File: config.mk
export PLATFORM = sky130hd
export DESIGN_NAME = gray_to_binary_seq
export DESIGN_NICKNAME = d
export VERILOG_FILES = /design/src/rtl/gray_to_binary_seq.sv
export SDC_FILE = /design/constraint.sdc
export NUM_CORES = 1
export LEC_CHECK = 0
export ABC_AREA = 1
export CORE_MARGIN = 8
export CORE_UTILIZATION = 35
export CTS_BUF_LIST = sky130_fd_sc_hd__clkbuf_16
export DETAILED_ROUTE_END_ITERATION = 16
export GPL_TIMING_DRIVEN = 1
export HOLD_SLACK_MARGIN = 0.15
export SYNTH_ARGS = -nofsm -noshare
export SYNTH_HDL_FRONTEND = slang
export SYNTH_SLANG_ARGS = --single-unit
File: constraint.sdc
create_clock -name clk -period 1.11 [get_ports clk]
set_input_delay 0.222 -clock clk [delete_from_list [all_inputs] [get_ports clk]]
set_output_delay 0.222 -clock clk [all_outputs]
set_load 0.005 [all_outputs]
File: src/rtl/gray_to_binary_seq.sv
`default_nettype none
// ============================================================================
// Module     : gray_to_binary_seq
// Description: Bit-serial Gray-to-binary converter, one bit per clock, MSB
//              first, with valid/ready handshakes on both sides.
//              Optional Gray-step checker enabled by macro GRAY_STEP_CHECK_EN.
// Revision   : 1.0 - initial release
// ============================================================================
module gray_to_binary_seq #(
    parameter int WIDTH = 4
) (
    input  logic             clk,
    input  logic             rst,
    input  logic             in_valid,
    output logic             in_ready,
    input  logic [WIDTH-1:0] G,
    output logic             out_valid,
    input  logic             out_ready,
    output logic [WIDTH-1:0] B,
    output logic             step_err
);

    localparam int              IDXW      = (WIDTH > 1) ? $clog2(WIDTH) : 1;
    localparam logic [IDXW-1:0] IDX_START = IDXW'((WIDTH > 1) ? WIDTH - 2 : 0);
    localparam logic [WIDTH-1:0] MSB_MASK = WIDTH'(1) << (WIDTH - 1);

    typedef enum logic [1:0] {
        IDLE = 2'd0,
        CONV = 2'd1,
        DONE = 2'd2
    } state_t;

    state_t           state;
    state_t           state_nxt;
    logic [WIDTH-1:0] g_cap;
    logic [WIDTH-1:0] b_step;
    logic [IDXW-1:0]  idx;
    logic             accept;

    assign in_ready  = (state == IDLE) && !rst;
    assign accept    = in_valid && in_ready;
    assign out_valid = (state == DONE);

    always_ff @(posedge clk) begin
        if (rst) begin
            state <= IDLE;
        end else begin
            state <= state_nxt;
        end
    end

    always_comb begin
        state_nxt = state;
        case (state)
            IDLE: begin
                if (accept) begin
                    state_nxt = (WIDTH == 1) ? DONE : CONV;
                end
            end
            CONV: begin
                if (idx == '0) begin
                    state_nxt = DONE;
                end
            end
            DONE: begin
                if (out_ready) begin
                    state_nxt = IDLE;
                end
            end
            default: state_nxt = IDLE;
        endcase
    end

    // Resolve only the bit selected by idx; every other bit of B is held.
    if (WIDTH > 1) begin : g_conv
        always_comb begin
            b_step = B;
            for (int k = 0; k < WIDTH - 1; k++) begin
                if (idx == IDXW'(k)) begin
                    b_step[k] = B[k + 1] ^ g_cap[k];
                end
            end
        end
    end else begin : g_single
        assign b_step = B;
    end

    always_ff @(posedge clk) begin
        if (rst) begin
            B     <= '0;
            idx   <= '0;
            g_cap <= '0;
        end else if (accept) begin
            g_cap <= G;
            B     <= G & MSB_MASK;
            idx   <= IDX_START;
        end else if (state == CONV) begin
            B <= b_step;
            if (idx != '0) begin
                idx <= idx - 1'b1;
            end
        end
    end

`ifdef GRAY_STEP_CHECK_EN
    logic [WIDTH-1:0] prev_word;
    logic             hist_valid;
    logic             step_err_q;

    // An identical consecutive word has popcount 0 and is flagged as well.
    always_ff @(posedge clk) begin
        if (rst) begin
            prev_word  <= '0;
            hist_valid <= 1'b0;
            step_err_q <= 1'b0;
        end else begin
            step_err_q <= accept && hist_valid && ($countones(G ^ prev_word) != 1);
            if (accept) begin
                prev_word  <= G;
                hist_valid <= 1'b1;
            end
        end
    end

    assign step_err = step_err_q;
`else
    assign step_err = 1'b0;
`endif

endmodule
`default_nettype wire

**Run 1: wiring by layer**

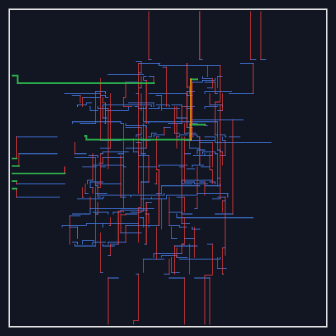
legend:
  blue:
    layer: metal 1
    wire_length: 563 µm
  orange:
    layer: metal 4
    wire_length: 10.9 µm
  red:
    layer: metal 2
    wire_length: 616 µm
  green:
    layer: metal 3
    wire_length: 63.0 µm

**Run 1: clock network drawn from the DEF**

Scale bar: 20 µm.
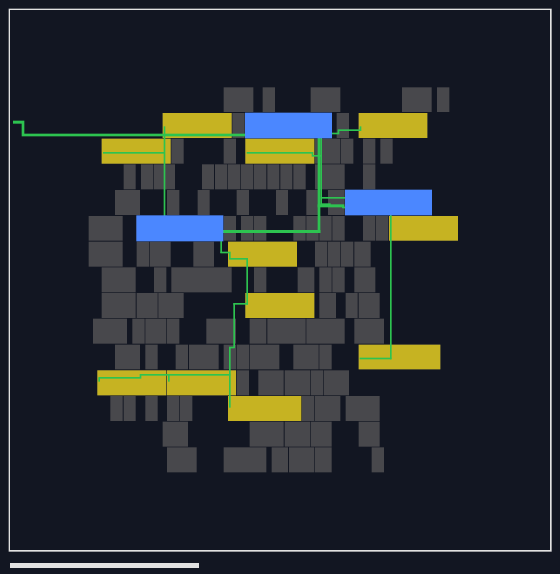
legend:
  green:
    item: clock wires
    length: 175 µm
  yellow:
    item: flip-flops
    count: 11
  blue:
    item: clock drivers
    count: 3
routed clock nets: 4

**Run 1: I/O nets highlighted**

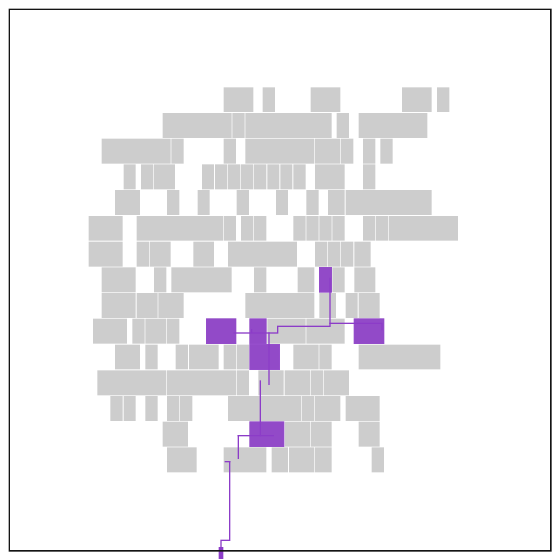
legend:
  purple:
    port: rst
    bits: 1
    direction: input
    edge: south
    end_cells: 6
    wire: 50.1 µm

**Run 1: selected gate families**

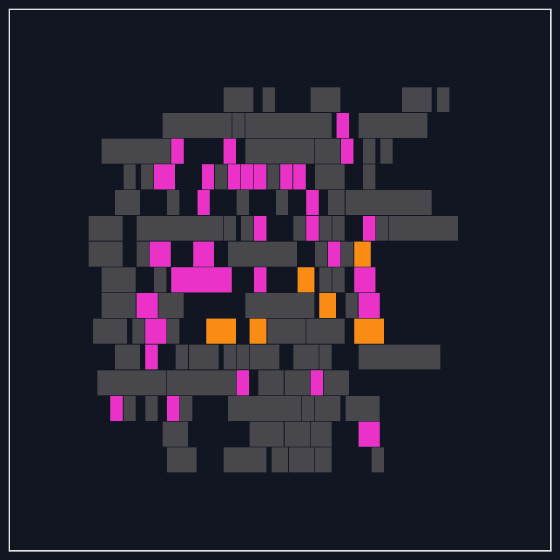
legend:
  orange:
    family: aoi and oai cells
    cells: 6
    where: centre
  magenta:
    family: nand cells
    cells: 31

==> run 1: synth_stat cells, drive strengths merged <==
master / instances
nand2: 26
inv: 23
nor2: 17
dfxtp: 11
nand4: 4
a21oi: 3
o21ai: 3
xor2: 2
buf: 1
conb: 1
nand3: 1
nor3: 1
==> run 1: metal layers <==
layer	wire length, µm	vias up	track usage, %
met5	0	-	0
met4	10	0	2.01
met3	62	3	4.88
met2	615	9	13.8
met1	562	256	8.77
li1	-	328	-
==> run 1: stage by stage <==
step	hold WS, ns	TNS, ns	setup slack (ns)	total power, µW	cell area (µm²)
2_1_floorplan	0.291	0	0.201	536	591
3_3_place_gp	0.510	-2.32	-0.398	621	810
3_5_place_dp	0.522	-2.55	-0.419	624	810
4_1_cts	0.529	-0.0198	-0.0198	1300	906
5_1_grt	0.378	-0.0479	-0.0142	1350	926
6_report	0.352	0	0.0236	1280	926
==> run 1: kinds of logic after synthesis <==
logic type | after synthesis
flops | 11
buf+inv | 24
simple gates | 49
xor+xnor | 2
other cells | 1
compound gates | 6
==> run 1: worst max-delay path, stage by stage (launching register included) <==
cell and delay, ns:
dfxtp_4 0.35, nor3_2 0.15, buf_2 0.13
==> run 1: flip-flops by register name, summed over array words and instances (netlist names) <==
name and flops:
state 2, idx 2, g_cap 3, B 4
==> run 1: power breakdown <==
| part | internal, µW | switching [µW] |
|---|---|---|
| logic | 94.2 | 96.5 |
| registers | 417 | 15.5 |
| clock network | 477 | 182 |
| total | 989 | 294 |
==> run 1: area by class of cell <==
class | instances | area share (%)
flip-flops and latches | 11 | 24.3
repair buffers | 25 | 22.4
multi-input cells | 58 | 32.4
clock buffers | 3 | 8.11
clock inverters | 1 | 0.541
inverters | 23 | 9.86
well taps | 17 | 2.30
==> Changelog: implementation, run 1 <==
## Implementation

* Status: finished, final reports clean
* # rows at 15
* Fraction of layout cells with a size suffix above 1 at 28.1%
* Ys Warns at 0
* Hold_buf cts at 0
* Launch point of the worst hold path: rst
* Worst Path Required at between 0.8 and 0.9 ns
* Fill cells at approximately 170
* First-pass GRT wire length at about 2200 µm
* CTS resizes at 15
* Post-Layout Cell Count at roughly 140
* Setup Buffers After CTS at 3
* Synth Area in Simple Gates at a little under two fifths
* Syn Area/Cell at 6.35 µm²
* ANT cells at 0
* Core Util at FP at a little over a third
* Routability cong. at about 0.76
* Post-route minimum period at around 1.1 ns
* Critical Path End: in_ready
* Max VDD drop at between 0.9 and 1 mV
* Synth flops at 11
* PD cells at between 1000 and 1500 mW/mm²
* CTS tree: done
* Vias post-DR at 596
* CTS root buffer: clkbuf_16
* XOR/XNOR Area Share at around 3.0%
* Top area contributor share at between 30% and 40%
* Drt drc at 0
* Period Utilization, post-route at 97.9%
* Drt wl/cell at 9.07 µm
* Worst r2r dst: g_cap[0]
* Fin util at 56.1%
* DP HPWL at just under 1000 µm
* Grt total ovfl at 0
* Synth area leader: dfxtp_1
* Clock net sink count at 11
* Drt via density at between 4 and 5
* Yosys stat chip area at 591 µm²
* Worst setup SP type: flip-flop
* Die outline width at 57.1 µm
* Core area at 0.00165 mm²
* Final #Nets at 130
* Logic area at roughly 300 µm²
* Total CTS buffers at 3
* Worst setup path category: reg -> out
* CTS max path bufs at 2
* DR iter-0 viols at 7
* Critical Path Source: state[1]
--- run 2 (diff from run 1) ---
--- a/config.mk
+++ b/config.mk
@@ -6,7 +6,7 @@
 export NUM_CORES = 1
 export LEC_CHECK = 0
 export ABC_AREA = 1
-export CORE_MARGIN = 8
+export CORE_MARGIN = 10
 export CORE_UTILIZATION = 35
 export CTS_BUF_LIST = sky130_fd_sc_hd__clkbuf_16
 export DETAILED_ROUTE_END_ITERATION = 16
**Run 2: I/O nets highlighted**

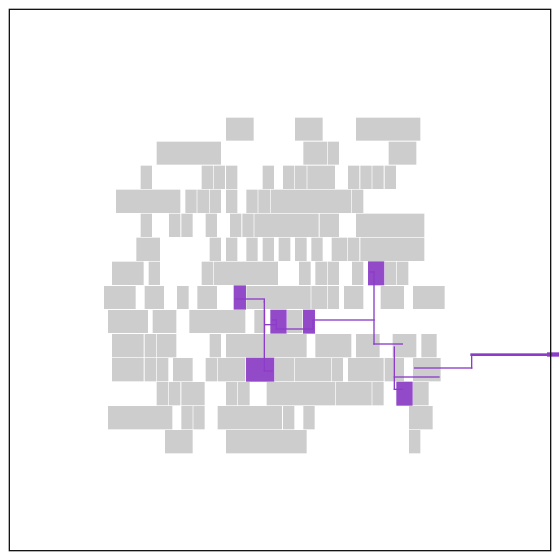
legend:
  purple:
    port: rst
    bits: 1
    direction: input
    edge: east
    end_cells: 6
    wire: 66.2 µm

==> run 2 against run 1 <==
Via count fell by 1.5%; utilization is 1.4 points higher; critical path depth did not move; power down 1.5%; largest power group unchanged.
==> Changelog: implementation, run 2 <==
## Implementation

* Status: finished, final reports clean
* DR iter-0 viols at 6
* Top post-synthesis cells by count: nand2_1 (24), inv_1 (21), nor2_1 (15)
* Total CTS buffers at 3
* Grt total ovfl at 0
* Core area at 0.00156 mm²
* Total power at 1260 µW
* Ys Warns at 0
* Drt wl/cell at 9.63 µm
* Ys async rst share at 0%
* PD cells at 1410 mW/mm²
* CTS tree: done
* CTS root buffer: clkbuf_16
* Core Util at FP at between 30% and 40%
* DP HPWL at between 900 and 1000 µm
* Top Registers: B x4, g_cap x3
* ANT cells at 0
* Top area contributor share at 37.3%
* Post-route setup TNS at 0 ns
* Synth area leader: dfxtp_1
* Vias post-DR at 587
* EDFF count, synth at 0
* Final #Nets at roughly 130
* Worst setup SP type: flip-flop
* Post-route minimum period at roughly 1.1 ns
* Top reg by flops: B
* Largest register FFs at 4
* Worst r2r dst: B[3]
* Hold_buf cts at 0
* Worst path slowest cell: dfxtp_2
## run 2: where the power goes
part	internal, µW	switching [µW]
logic	89.2	92.9
clock network	473	174
registers	419	15.0
total	981	282
## run 2: layer usage
layer  part of all wire, %  GRT usage (%)  vias up
li1                      -              -      325
met1                    45           8.54      245
met2                    47           12.3       13
met3                   5.6           2.88        4
met4                   2.3           7.49        0
met5                     0              0        -
## run 2: worst max path at each step
stage                     endpoint  cells after the start
after detailed placement  in_ready                      3
after CTS                     B[3]                      6
after global placement    in_ready                      3
after floorplan               B[0]                      5
final                     in_ready                      2
after global routing      in_ready                      2
## run 2: logic make-up (layout without fill, tap and decap cells)
logic type | count (synthesis) | in the layout | synth area share (%)
AND/OR/NAND/NOR | 49 | 49 | 37.5
buffers and inverters | 24 | 50 | 15.9
flip-flops | 11 | 11 | 37.3
AND-OR/OR-AND | 6 | 6 | 5.72
XOR/XNOR | 2 | 2 | 2.97
other | 1 | 1 | 0.635
## run 2: layout make-up
class                      instances  area (µm²)
clock buffer                       3        75.1
clock inverter                     1        3.75
fill                             155         663
inverter                          23        86.3
multi-input combinational         58         289
sequential                        11         223
tap                               16        20.0
timing repair buffer              23         199
## run 2: critical path: cells and delay by family (launching register included)
family        cells  cell delay, ns
buf+inv           1            0.14
flops             1            0.33
simple gates      1            0.18
## run 2: per-stage QoR
stage | util, % | worst slack [ns] | hold WS [ns]
2_1_floorplan | - | 0.201 | 0.291
3_3_place_gp | 51.4 | -0.401 | 0.509
3_5_place_dp | 51.4 | -0.416 | 0.515
4_1_cts | 55.6 | 0.00993 | 0.424
5_1_grt | 57.5 | -0.0254 | 0.466
6_report | 57.5 | 0.00634 | 0.416
## run 2: timing repair
action,4_1_cts,5_1_grt
pin swaps,1,6
buffers inserted,0,1
gates resized,15,6
cloned,0,0
endpoints found under the setup margin,11,9
**Run 2: wiring by layer**

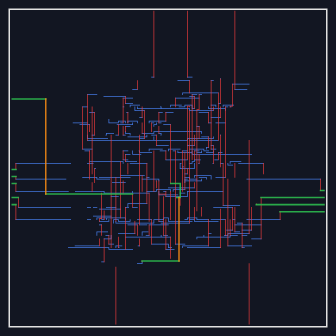

--- run 3 (diff from run 2) ---
--- a/config.mk
+++ b/config.mk
@@ -6,7 +6,7 @@
 export NUM_CORES = 1
 export LEC_CHECK = 0
 export ABC_AREA = 1
-export CORE_MARGIN = 10
+export CORE_MARGIN = 8
 export CORE_UTILIZATION = 35
 export CTS_BUF_LIST = sky130_fd_sc_hd__clkbuf_16
 export DETAILED_ROUTE_END_ITERATION = 16
==> constraint.sdc (replaced) <==
create_clock -name clk -period 1.15 [get_ports clk]
set_input_delay 0.23 -clock clk [delete_from_list [all_inputs] [get_ports clk]]
set_output_delay 0.23 -clock clk [all_outputs]
set_load 0.005 [all_outputs]
**Run 3: wiring by layer**

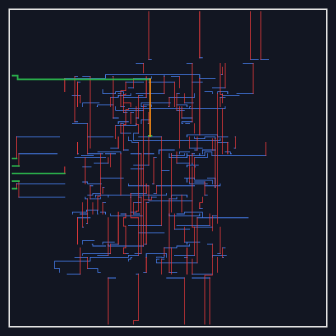
legend:
  orange:
    layer: metal 4
    wire_length: 10.2 µm
  blue:
    layer: metal 1
    wire_length: 561 µm
  red:
    layer: metal 2
    wire_length: 604 µm
  green:
    layer: metal 3
    wire_length: 38.9 µm

==> run 3 against run 2 <==
Highest routed layer unchanged; register-to-register slack is essentially flat; die area is 13% lower; count of clock-buffer cells in the layout unchanged; setup slack better by 0.058 ns; non-clock buffer count did not move; critical endpoint is now out_valid; clock power decreased by 4.9%; global-route usage increased by 0.28 points; critical path type unchanged.
==> Changelog: implementation, run 3 <==
## Implementation

* Status: finished, final reports clean
* Worst path slowest cell: dfxtp_2
* Slowest stage delay, CP at 0.35 ns
* Routability cong. at approximately 0.74
* DR iter-0 viols at 8
* Synth area leader: dfxtp_1
* Yosys stat chip area at around 590 µm²
* Met1 usage at a little under a tenth
* Top Registers: B x4, g_cap x3
* Top post-synthesis cells by count: nand2_1 (24), inv_1 (21), nor2_1 (15)
* EDFF count, synth at 0
* Most numerous cell in the Yosys netlist: nand2_1
* Period Utilization, post-route at 94.4%
* # rows at 15
* First-pass GRT wire length at 2240 µm
* Fraction of layout cells with a size suffix above 1 at approximately 24%
* GRT Max-Usage Layer: met2
* Global routing usage on met2 at a little over an eighth
* ANT cells at 0
* Total CTS buffers at 3
* Die outline width at about 57 µm
* Max VDD drop at between 0.7 and 0.8 mV
* WP buf/inv at 2
* Largest register FFs at 4
* Fill cells at 178
* Ys async rst share at 0%
* Grt total ovfl at 0
* CTS tree: done
* PD cells at approximately 1400 mW/mm²
* Drt wl/cell at approximately 9 µm
* Synth flops at 11
* Metal-1 WL at ~560 µm
* Post-route minimum period at 1.09 ns
* CP delay by family, top: flip-flops
* Post-route setup TNS at 0 ns
* Min Hold Slack at about 0.37 ns
* Worst setup SP type: flip-flop
* Met2 wire len at slightly above 600 µm
* Post-Layout Cell Count at between 100 and 150
* Final #Nets at between 100 and 150
* Top area contributor share at about 37%
* Critical Path, Cell by Cell: inv_2, nor2_2, buf_2
* Clock net sink count at 11
* Core Util at FP at 35.8%
* Routed wl met3 at around 38 µm
* Worst setup path category: reg -> out
* Core area at around 0.0017 mm²
* Met3 usage at between 2 and 3%
* CTS root buffer: clkbuf_16
-- run 3: kinds of logic after synthesis --
kind of cell | Yosys count | synth area share, %
other cells | 1 | 0.635
simple gates | 49 | 37.5
buf+inv | 24 | 15.9
xor+xnor | 2 | 2.97
flops | 11 | 37.3
compound gates | 6 | 5.72
-- run 3: per-stage QoR --
stage / setup slack (ns) / cell area (µm²) / util, % / power [µW]
final: 0.0643 / 897 / 54.3 / 1210
after detailed placement: -0.389 / 802 / 48.6 / 602
after CTS: -0.0228 / 885 / 53.6 / 1220
after global routing: 0.0140 / 897 / 54.3 / 1270
after global placement: -0.375 / 802 / 48.6 / 600
after floorplan: 0.241 / 591 / - / 517
-- run 3: area by class of cell --
cell class	count	area [µm²]	area share [%]
clock buffer	3	75.1	8.37
clock inverter	1	3.75	0.418
inverter	23	88.8	9.90
multi-input combinational	58	292	32.5
sequential	11	224	25.0
tap	17	21.3	2.37
timing repair buffer	23	193	21.5
-- run 3: repair_timing --
action | 4_1_cts | 5_1_grt
hold buffers | 0 | 0
endpoints found under the setup margin | 8 | 7
gates resized | 15 | 6
pin swaps | 0 | 2
buffers inserted | 0 | 1
-- run 3: power by group --
| group | switching, µW | internal (µW) |
|---|---|---|
| Clock | 160 | 455 |
| Sequential | 14.7 | 405 |
| Combinational | 89.3 | 88.2 |
| Total | 264 | 948 |
-- run 3: worst min-delay path, cell delays in order --
cell            delay [ns]
dlymetal6s2s_1        0.12
buf_4                 0.17
a21oi_1               0.04
-- run 3: path summary, 6_finish.rpt --
| kind | end | slack [ns] | depth (start not counted) | start |
|---|---|---|---|---|
| setup / recovery | out_valid | 0.06 | 3 | state[1] |
| hold / removal | state[1] | 0.37 | 3 | rst |
| setup reg to reg | g_cap[2] | 0.08 | 6 | state[1] |
| hold reg to reg | B[0] | 0.52 | 4 | B[0] |
Power and IR drop assume default switching activity.
